[src/rtl/multicycle_controller.sv]
// multicycle_controller: RV32I multicycle control FSM.
// Sequences each instruction over 3-5 cycles through the shared ALU, the
// unified memory port and the IR/ALUOut/data registers. Includes memory
// wait-state timeout, a retired-instruction counter and sticky error flags.
// Optional feature: define CTRL_ILLEGAL_TRAP_EN to trap unknown opcodes into
// HALT and set the sticky illegal flag; otherwise unknown opcodes act as NOPs.
module multicycle_controller #(
  parameter int CNT_W      = 32,
  parameter int WAIT_LIMIT = 16
) (
  input  logic             clk,
  input  logic             reset_n,
  input  logic [6:0]       op,
  input  logic [2:0]       funct3,
  input  logic             funct7b5,
  input  logic             Zero,
  input  logic             Lt,
  input  logic             LtU,
  input  logic             mem_ready,
  output logic             mem_req,
  output logic             MemWrite,
  output logic             AdrSrc,
  output logic             IRWrite,
  output logic             PCWrite,
  output logic             RegWrite,
  output logic [1:0]       ResultSrc,
  output logic [1:0]       ALUSrcA,
  output logic [1:0]       ALUSrcB,
  output logic [2:0]       ImmSrc,
  output logic [3:0]       ALUControl,
  output logic [3:0]       state,
  output logic [CNT_W-1:0] instret,
  output logic             bus_err,
  output logic             illegal
);

  typedef enum logic [3:0] {
    S_FETCH    = 4'd0,
    S_DECODE   = 4'd1,
    S_MEMADR   = 4'd2,
    S_MEMREAD  = 4'd3,
    S_MEMWB    = 4'd4,
    S_MEMWRITE = 4'd5,
    S_EXECR    = 4'd6,
    S_EXECI    = 4'd7,
    S_ALUWB    = 4'd8,
    S_BRANCH   = 4'd9,
    S_JAL      = 4'd10,
    S_JALR     = 4'd11,
    S_UTYPE    = 4'd12,
    S_HALT     = 4'd13
  } state_t;

  localparam logic [6:0] OP_LOAD  = 7'b0000011;
  localparam logic [6:0] OP_STORE = 7'b0100011;
  localparam logic [6:0] OP_R     = 7'b0110011;
  localparam logic [6:0] OP_I     = 7'b0010011;
  localparam logic [6:0] OP_BR    = 7'b1100011;
  localparam logic [6:0] OP_JAL   = 7'b1101111;
  localparam logic [6:0] OP_JALR  = 7'b1100111;
  localparam logic [6:0] OP_LUI   = 7'b0110111;
  localparam logic [6:0] OP_AUIPC = 7'b0010111;

  localparam logic [3:0] ALU_ADD  = 4'b0000;
  localparam logic [3:0] ALU_SUB  = 4'b0001;
  localparam logic [3:0] ALU_AND  = 4'b0010;
  localparam logic [3:0] ALU_OR   = 4'b0011;
  localparam logic [3:0] ALU_XOR  = 4'b0100;
  localparam logic [3:0] ALU_SLT  = 4'b0101;
  localparam logic [3:0] ALU_SLTU = 4'b0110;
  localparam logic [3:0] ALU_SLL  = 4'b0111;
  localparam logic [3:0] ALU_SRL  = 4'b1000;
  localparam logic [3:0] ALU_SRA  = 4'b1001;

  localparam logic [2:0] IMM_I = 3'b000;
  localparam logic [2:0] IMM_S = 3'b001;
  localparam logic [2:0] IMM_B = 3'b010;
  localparam logic [2:0] IMM_J = 3'b011;
  localparam logic [2:0] IMM_U = 3'b100;

  // Wait counter only needs to reach WAIT_LIMIT-1.
  localparam int WC_W = (WAIT_LIMIT > 1) ? $clog2(WAIT_LIMIT + 1) : 1;
  localparam logic [WC_W-1:0] WC_LAST = WC_W'((WAIT_LIMIT > 0) ? WAIT_LIMIT - 1 : 0);

  // funct3/funct7b5 to ALU operation; subtract only exists for register ops.
  function automatic logic [3:0] alu_decode(input logic [2:0] f3,
                                            input logic       f7b5,
                                            input logic       is_rtype);
    logic [3:0] ctl;
    case (f3)
      3'b000:  ctl = (is_rtype && f7b5) ? ALU_SUB : ALU_ADD;
      3'b001:  ctl = ALU_SLL;
      3'b010:  ctl = ALU_SLT;
      3'b011:  ctl = ALU_SLTU;
      3'b100:  ctl = ALU_XOR;
      3'b101:  ctl = f7b5 ? ALU_SRA : ALU_SRL;
      3'b110:  ctl = ALU_OR;
      default: ctl = ALU_AND;
    endcase
    return ctl;
  endfunction

  // Branch condition from the comparator flags; 010/011 are reserved.
  function automatic logic branch_take(input logic [2:0] f3,
                                       input logic       z,
                                       input logic       lt,
                                       input logic       ltu);
    logic take;
    case (f3)
      3'b000:  take = z;
      3'b001:  take = !z;
      3'b100:  take = lt;
      3'b101:  take = !lt;
      3'b110:  take = ltu;
      3'b111:  take = !ltu;
      default: take = 1'b0;
    endcase
    return take;
  endfunction

  state_t            r_state;
  state_t            w_next;
  logic [WC_W-1:0]   r_wait_cnt;
  logic [WC_W-1:0]   w_wait_nxt;
  logic [CNT_W-1:0]  r_instret;
  logic              r_bus_err;
  logic              w_set_bus_err;
  logic              w_is_wait;
  logic              w_tmo;
  logic              w_retire;
  logic              w_mem_req;
  logic              w_mem_write;
  logic              w_adr_src;
  logic              w_ir_write;
  logic              w_pc_write;
  logic              w_reg_write;
  logic [1:0]        w_result_src;
  logic [1:0]        w_alu_src_a;
  logic [1:0]        w_alu_src_b;
  logic [2:0]        w_imm_src;
  logic [3:0]        w_alu_ctl;
`ifdef CTRL_ILLEGAL_TRAP_EN
  logic              r_illegal;
  logic              w_set_illegal;
`endif

  assign w_is_wait = (r_state == S_FETCH) || (r_state == S_MEMREAD) ||
                     (r_state == S_MEMWRITE);
  // A completing access on the last allowed cycle takes priority over timeout.
  assign w_tmo     = (WAIT_LIMIT != 0) && (r_wait_cnt == WC_LAST) && !mem_ready;

  // Next-state and control decode; every output defaults to idle/add.
  always_comb begin
    w_next        = r_state;
    w_set_bus_err = 1'b0;
    w_mem_req     = 1'b0;
    w_mem_write   = 1'b0;
    w_adr_src     = 1'b0;
    w_ir_write    = 1'b0;
    w_pc_write    = 1'b0;
    w_reg_write   = 1'b0;
    w_result_src  = 2'b00;
    w_alu_src_a   = 2'b00;
    w_alu_src_b   = 2'b00;
    w_imm_src     = 3'b000;
    w_alu_ctl     = ALU_ADD;
`ifdef CTRL_ILLEGAL_TRAP_EN
    w_set_illegal = 1'b0;
`endif
    case (r_state)
      S_FETCH: begin
        w_mem_req = 1'b1;
        if (mem_ready) begin
          w_ir_write   = 1'b1;
          w_pc_write   = 1'b1;
          w_alu_src_b  = 2'b10;
          w_result_src = 2'b10;
          w_next       = S_DECODE;
        end else if (w_tmo) begin
          w_next        = S_HALT;
          w_set_bus_err = 1'b1;
        end
      end
      S_DECODE: begin
        w_alu_src_a = 2'b01;
        w_alu_src_b = 2'b01;
        w_imm_src   = (op == OP_JAL) ? IMM_J : IMM_B;
        case (op)
          OP_LOAD, OP_STORE: w_next = S_MEMADR;
          OP_R:              w_next = S_EXECR;
          OP_I:              w_next = S_EXECI;
          OP_BR:             w_next = S_BRANCH;
          OP_JAL:            w_next = S_JAL;
          OP_JALR:           w_next = S_JALR;
          OP_LUI, OP_AUIPC:  w_next = S_UTYPE;
          default: begin
`ifdef CTRL_ILLEGAL_TRAP_EN
            w_next        = S_HALT;
            w_set_illegal = 1'b1;
`else
            w_next        = S_FETCH;
`endif
          end
        endcase
      end
      S_MEMADR: begin
        w_alu_src_a = 2'b10;
        w_alu_src_b = 2'b01;
        w_imm_src   = op[5] ? IMM_S : IMM_I;
        w_next      = op[5] ? S_MEMWRITE : S_MEMREAD;
      end
      S_MEMREAD: begin
        w_mem_req = 1'b1;
        w_adr_src = 1'b1;
        if (mem_ready) begin
          w_next = S_MEMWB;
        end else if (w_tmo) begin
          w_next        = S_HALT;
          w_set_bus_err = 1'b1;
        end
      end
      S_MEMWB: begin
        w_result_src = 2'b01;
        w_reg_write  = 1'b1;
        w_next       = S_FETCH;
      end
      S_MEMWRITE: begin
        w_mem_req   = 1'b1;
        w_mem_write = 1'b1;
        w_adr_src   = 1'b1;
        if (mem_ready) begin
          w_next = S_FETCH;
        end else if (w_tmo) begin
          w_next        = S_HALT;
          w_set_bus_err = 1'b1;
        end
      end
      S_EXECR: begin
        w_alu_src_a = 2'b10;
        w_alu_src_b = 2'b00;
        w_alu_ctl   = alu_decode(funct3, funct7b5, 1'b1);
        w_next      = S_ALUWB;
      end
      S_EXECI: begin
        w_alu_src_a = 2'b10;
        w_alu_src_b = 2'b01;
        w_imm_src   = IMM_I;
        w_alu_ctl   = alu_decode(funct3, funct7b5, 1'b0);
        w_next      = S_ALUWB;
      end
      S_ALUWB: begin
        w_result_src = 2'b00;
        w_reg_write  = 1'b1;
        w_next       = S_FETCH;
      end
      S_BRANCH: begin
        w_alu_src_a  = 2'b10;
        w_alu_src_b  = 2'b00;
        w_alu_ctl    = ALU_SUB;
        w_result_src = 2'b00;
        w_pc_write   = branch_take(funct3, Zero, Lt, LtU);
        w_next       = S_FETCH;
      end
      S_JAL: begin
        // PC <- ALUOut (target); ALU forms OldPC+4 for the link write.
        w_pc_write   = 1'b1;
        w_result_src = 2'b00;
        w_alu_src_a  = 2'b01;
        w_alu_src_b  = 2'b10;
        w_next       = S_ALUWB;
      end
      S_JALR: begin
        w_alu_src_a = 2'b10;
        w_alu_src_b = 2'b01;
        w_imm_src   = IMM_I;
        w_next      = S_JAL;
      end
      S_UTYPE: begin
        w_alu_src_a = (op == OP_LUI) ? 2'b11 : 2'b01;
        w_alu_src_b = 2'b01;
        w_imm_src   = IMM_U;
        w_next      = S_ALUWB;
      end
      S_HALT: begin
        w_next = S_HALT;
      end
      default: begin
        w_next = S_FETCH;
      end
    endcase
  end

  // Wait counter restarts on any state change and only advances while stalled.
  always_comb begin
    w_wait_nxt = r_wait_cnt;
    if (w_next != r_state) begin
      w_wait_nxt = '0;
    end else if (w_is_wait && !mem_ready && (WAIT_LIMIT != 0)) begin
      w_wait_nxt = r_wait_cnt + WC_W'(1);
    end
  end

  // An instruction retires when it returns to FETCH; DECODE->FETCH is a NOP.
  assign w_retire = (w_next == S_FETCH) && (r_state != S_FETCH) &&
                    (r_state != S_HALT) && (r_state != S_DECODE);

  // State, wait counter, retired count and sticky bus error.
  always_ff @(posedge clk) begin
    if (!reset_n) begin
      r_state    <= S_FETCH;
      r_wait_cnt <= '0;
      r_instret  <= '0;
      r_bus_err  <= 1'b0;
    end else begin
      r_state    <= w_next;
      r_wait_cnt <= w_wait_nxt;
      if (w_retire) begin
        r_instret <= r_instret + CNT_W'(1);
      end
      if (w_set_bus_err) begin
        r_bus_err <= 1'b1;
      end
    end
  end

`ifdef CTRL_ILLEGAL_TRAP_EN
  // Sticky illegal-opcode flag.
  always_ff @(posedge clk) begin
    if (!reset_n) begin
      r_illegal <= 1'b0;
    end else if (w_set_illegal) begin
      r_illegal <= 1'b1;
    end
  end
  assign illegal = r_illegal;
`else
  assign illegal = 1'b0;
`endif

  // Write/request strobes are suppressed while reset is held.
  assign mem_req    = reset_n & w_mem_req;
  assign MemWrite   = reset_n & w_mem_write;
  assign IRWrite    = reset_n & w_ir_write;
  assign PCWrite    = reset_n & w_pc_write;
  assign RegWrite   = reset_n & w_reg_write;
  assign AdrSrc     = w_adr_src;
  assign ResultSrc  = w_result_src;
  assign ALUSrcA    = w_alu_src_a;
  assign ALUSrcB    = w_alu_src_b;
  assign ImmSrc     = w_imm_src;
  assign ALUControl = w_alu_ctl;
  assign state      = r_state;
  assign instret    = r_instret;
  assign bus_err    = r_bus_err;

endmodule

[config.mk]
export PLATFORM = sky130hd
export DESIGN_NAME = multicycle_controller
export DESIGN_NICKNAME = d
export VERILOG_FILES = /design/src/rtl/multicycle_controller.sv
export SDC_FILE = /design/constraint.sdc
export NUM_CORES = 1
export LEC_CHECK = 0
export ABC_AREA = 0
export CORE_MARGIN = 1.5
export CORE_UTILIZATION = 44
export CTS_CLUSTER_SIZE = 28
export DETAILED_ROUTE_END_ITERATION = 7
export GPL_ROUTABILITY_DRIVEN = 0
export GPL_TIMING_DRIVEN = 0
export PLACE_DENSITY = 0.8
export RECOVER_POWER = 100
export SYNTH_ARGS = -nofsm -noshare
export SYNTH_HDL_FRONTEND = slang
export SYNTH_SLANG_ARGS = --single-unit
[constraint.sdc]
create_clock -name clk -period 2.47 [get_ports clk]
set_input_delay 0.494 -clock clk [delete_from_list [all_inputs] [get_ports clk]]
set_output_delay 0.494 -clock clk [all_outputs]
set_load 0.02 [all_outputs]
run_1/placement_by_type.png
Drawn at 3 px/um.
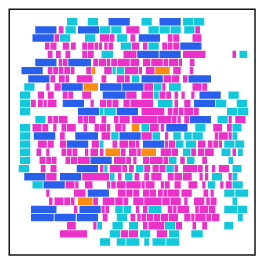
color	class	cells
cyan	other buffers and delay cells	101
magenta	combinational and other logic	295
blue	flops	42
orange	clock drivers and dummy loads	7

run_1/io_fan.png
Drawn at 6 px/um.
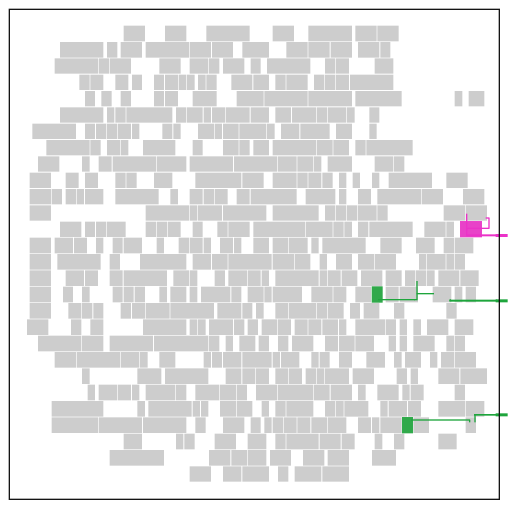
color	port	direction	edge	end cells	buffers	wire
magenta	`LtU`	input	east	1	1	14.6 um
green	`ALUSrcB`	output	east	2	2	34.8 um

run_1/clk_routes.png
Drawn at 3 px/um.
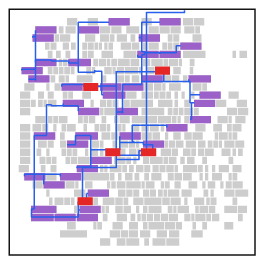
[red] clock drivers | count: 5
[purple] flip-flops | count: 42
[blue] clock wires | length: 546 um
routed clock nets	6

==> results.toml, run 1 <==
# implementation run metrics
[run_status]
result_of_the_run = "complete, no violations"

[timing]
timing_max_transition_violations_final = 0
unrepaired_setup_endpoints_after_global_routing = "true"
clock-skew-final_ps = 7.439
fin_ws_ps = 9.962
period_minus_ws_final_ps = 2460
final.setup.tns_ps = 0
post-route-period-util_pct = 99.60
max_freq_mhz = 406.5
report.final.setup_viol = 0

[critical_path]
cell_seen_most_often_among_critical_path_stages = "sky130_fd_sc_hd__ha_4"
crit-reg2reg-capture = "instret[8]$_SDFFE_PN0P_"
worst-path-stages = 10
worst-r2r-setup-slack_ps = 10
path_class = "flop to flop"
critPathRequiredTime_ps = 2700
critPathLaunchType = "flop"
crit-reg2reg-launch = "r_wait_cnt[0]$_SDFFE_PP0P_"
timing.critical_path.cells = "ha_4 > and3_4 > ha_4 > nor2_4 > o32a_1 > o2111a_2 > nand4b_1 > clkbuf_8 > or4_1 > a21oi_1"
cp_slowest_cell = "sky130_fd_sc_hd__or4_1"
critPathMaxStageDelay_ps = 470
largest_driver_fanout_on_the_critical_path = 5
worstPathBufferInverterCount = 1
worstSetupEndpoint = "instret[8]$_SDFFE_PN0P_"
worstPathArrival_ps = 2690
reg2regPathDepth = 10
cp_top_family = "simple AND/OR/NAND/NOR gates"

[synthesis]
compound_area_share_pct = 22.47
synth.logic.top_family = "simple AND/OR/NAND/NOR gates"
mapped_avg_cell_area_um2 = 7.602
enable_flop_cells = 0
asyncSetResetFlopFracSynth_pct = 0
top_ff_cell_synth = "sky130_fd_sc_hd__dfxtp_1"
synth-area-yosys_um2 = 2706
syn_area_um2 = 2706
mux_share_pct = 2.219
syn-num-nets = 376
yosys_warnings = 0
numSynthFlops = 42
synth.area.top_cells = "sky130_fd_sc_hd__dfxtp_1 (31%), sky130_fd_sc_hd__a21oi_1 (7.6%), sky130_fd_sc_hd__o21ai_0 (5.4%)"
yosys.area_share.adder_pct = 1.387
top_cell = "sky130_fd_sc_hd__dfxtp_1"

[power]
power.ir.vdd_worst_v = 0.0002539
combinational_group_power_uw = 179
switching_power_of_the_nets_uw = 348.4
power_per_cell_area_nw_per_um2 = 336.3
static-leakage-power_nw = 1.398
power_frac_seq_pct = 52.7
overall_power_of_the_completed_layout_mw = 1.300
p_int_uw = 951.7
clockNetworkPower_uw = 435
comb_power_share_pct = 13.8
power.share.clock_pct = 33.5
power.group.top = "registers"

[placement]
placed_cells = 503
hpwl_mm = 5.611
placement.cell_area_um2 = 3521
buffer_ports.inserted = 72

[die]
die_width_um = 81.43
die_height_um = 81.43
core_area_um2 = 5921
chip_area_um2 = 6630
floorplan.core_util_pct = 45.71

[global_routing]
gr-max-usage-layer = "met2"
grt_antenna_before_repair = 0
grt_pass1_wl_mm = 12.76
grt_start_max_net_pins = 13
use_met1_pct = 32.32
grtUsageMet2_pct = 40.17
met3_track_demand_over_resource_in_global_routing_pct = 4.333
grt_pass1_vias = 2776

[layout]
nMultiInputCombCells = 282
nNetsFinal = 465
num_antenna_cells = 0
layout.nonclk_buf_share_pct = 23.33
clkCellAreaFrac_pct = 2.071
seq-cell-share_pct = 22.01
final_cell_mix = "sky130_fd_sc_hd__clkdlybuf4s50_1 (48), sky130_fd_sc_hd__a21oi_1 (37), sky130_fd_sc_hd__dfxtp_1 (36)"
final_standard_cell_count_with_taps_included_and_fillers_excluded = 520
largest_area_class_layout = "combinational gates"
clock_buffer_count = 6
n_all_inverters = 13
final_area_um2 = 3866
layout_top_cell_excl_fill_tap = "sky130_fd_sc_hd__clkdlybuf4s50_1"
logic_area_um2 = 1891
n_all_buffers = 101
synthToLayoutAreaGrowth_pct = 42.86

[hold_path]
hold_depth = 2
min_from = "bus_err$_SDFFE_PN0P_"

[detailed_routing]
via_per_inst = 6.019
dr_wl_met2_mm = 3.951
met3WireLength_um = 514
wl_per_cell_um = 15.92
antenna_left = 0
drc = 0
vias = 3130
top_signal_layer_used = "met4"

[cts]
clock_tree.htree_level_count = 2
postCtsSetupBuffers = 6
clock_sinks = 42
cts_resized = 49
clk_path_buf_depth = 2
cts_made_buffers = 5

[run]
drv_cap = 0
==> inputs of run 2 (changes only) <==
--- a/config.mk
+++ b/config.mk
@@ -5,14 +5,16 @@
 export SDC_FILE = /design/constraint.sdc
 export NUM_CORES = 1
 export LEC_CHECK = 0
-export ABC_AREA = 0
+export ABC_AREA = 1
+export CELL_PAD_IN_SITES_DETAIL_PLACEMENT = 1
+export CELL_PAD_IN_SITES_GLOBAL_PLACEMENT = 1
 export CORE_MARGIN = 1.5
-export CORE_UTILIZATION = 44
+export CORE_UTILIZATION = 30
 export CTS_CLUSTER_SIZE = 28
 export DETAILED_ROUTE_END_ITERATION = 7
 export GPL_ROUTABILITY_DRIVEN = 0
 export GPL_TIMING_DRIVEN = 0
-export PLACE_DENSITY = 0.8
+export PLACE_DENSITY = 0.79
 export RECOVER_POWER = 100
 export SYNTH_ARGS = -nofsm -noshare
 export SYNTH_HDL_FRONTEND = slang
==> run 2 against run 1 <==
Critical path depth down 5. Cell count is 45% higher. Fmax increased by 2.2%. Critical endpoint is now ImmSrc[1].
==> results.toml, run 2 <==
# implementation run metrics
[synthesis]
asyncSetResetFlopFracSynth_pct = 0
top_ff_cell_synth = "sky130_fd_sc_hd__dfxtp_1"
syn-num-nets = 559
numSynthFlops = 42
yosys.area_share.adder_pct = 1.210
mux_share_pct = 0.3629
synth.logic.top_family = "simple AND/OR/NAND/NOR gates"
yosys_warnings = 0
synth-area-yosys_um2 = 3103
syn_area_um2 = 3103

[global_routing]
use_met1_pct = 26.88
grt_start_max_net_pins = 14
gr-max-usage-layer = "met2"
grtUsageMet2_pct = 33.46
grt_pass1_vias = 3623
met3_track_demand_over_resource_in_global_routing_pct = 2.994

[die]
die_width_um = 104.7
floorplan.core_util_pct = 31.31
die_height_um = 104.7

[placement]
buffer_ports.inserted = 72
placed_cells = 744
placement.cell_area_um2 = 3990

[layout]
clock_buffer_count = 6
n_all_buffers = 84
logic_area_um2 = 1909
n_all_inverters = 75
nNetsFinal = 638
synthToLayoutAreaGrowth_pct = 31.57

[timing]
timing_max_transition_violations_final = 0
final.setup.tns_ps = 0
clock-skew-final_ps = 8.736
report.final.setup_viol = 0
post-route-period-util_pct = 97.45
fin_ws_ps = 63.09

[critical_path]
crit-reg2reg-launch = "r_wait_cnt[0]$_SDFFE_PP0P_"
critPathMaxStageDelay_ps = 610
path_class = "flop to output port"
crit-reg2reg-capture = "instret[14]$_SDFFE_PN0P_"
cp_slowest_cell = "sky130_fd_sc_hd__clkdlybuf4s50_1"
largest_driver_fanout_on_the_critical_path = 6
timing.critical_path.cells = "inv_1 > nor2_2 > nand2_1 > inv_2 > clkdlybuf4s50_1"
worstPathBufferInverterCount = 3
critPathRequiredTime_ps = 1980
worstSetupEndpoint = "ImmSrc[1]"

[cts]
clk_path_buf_depth = 2
cts_made_buffers = 5
clock_sinks = 42
clock_tree.htree_level_count = 2

[power]
switching_power_of_the_nets_uw = 447.2
power.share.clock_pct = 33.0
power_frac_seq_pct = 48.8
comb_power_share_pct = 18.2
power.ir.vdd_worst_v = 0.0002077
overall_power_of_the_completed_layout_mw = 1.471
combinational_group_power_uw = 268
static-leakage-power_nw = 2.058
clockNetworkPower_uw = 485

[detailed_routing]
dr_wl_met2_mm = 5.115
via_per_inst = 4.739
met3WireLength_um = 291
drc = 0

[run_status]
result_of_the_run = "complete, no violations"

[hold_path]
hold_depth = 2

[run]
drv_cap = 0
run_2/placement_by_type.png
Drawn at 3 px/um.
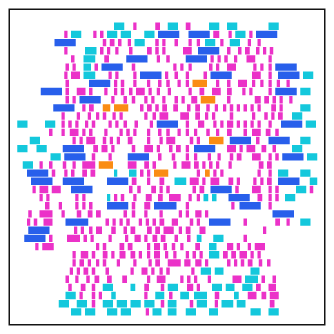
color	class	cells
orange	clock drivers and dummy loads	8
magenta	combinational and other logic	485
cyan	other buffers and delay cells	84
blue	flops	42

run_2/placement.png
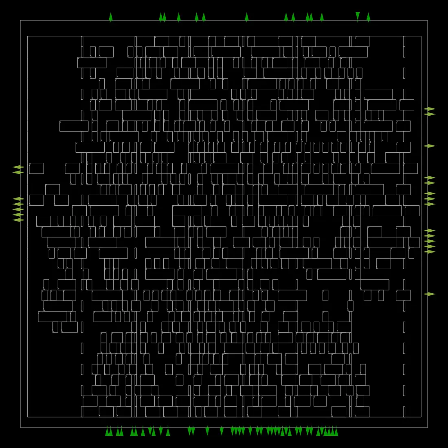
fraction of the core area covered by cells at the end of the flow: 41.20%
filler cell count: 1350
register fraction of the total cell area: 20.66%
final standard cell count with taps included and fillers excluded: 752
tap cells: 133

run_2/flops_by_reg.png
Drawn at 3 px/um. Other sequential cells in the stronger gray, the rest of the logic in the fainter gray.
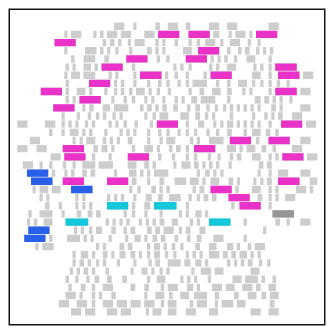
color	signal	sequential cells
blue	`r_wait_cnt`	5
magenta	`instret`	32
cyan	`state`	4
not colored	1

No activity file was given, so power comes from the tool's default toggle rates.
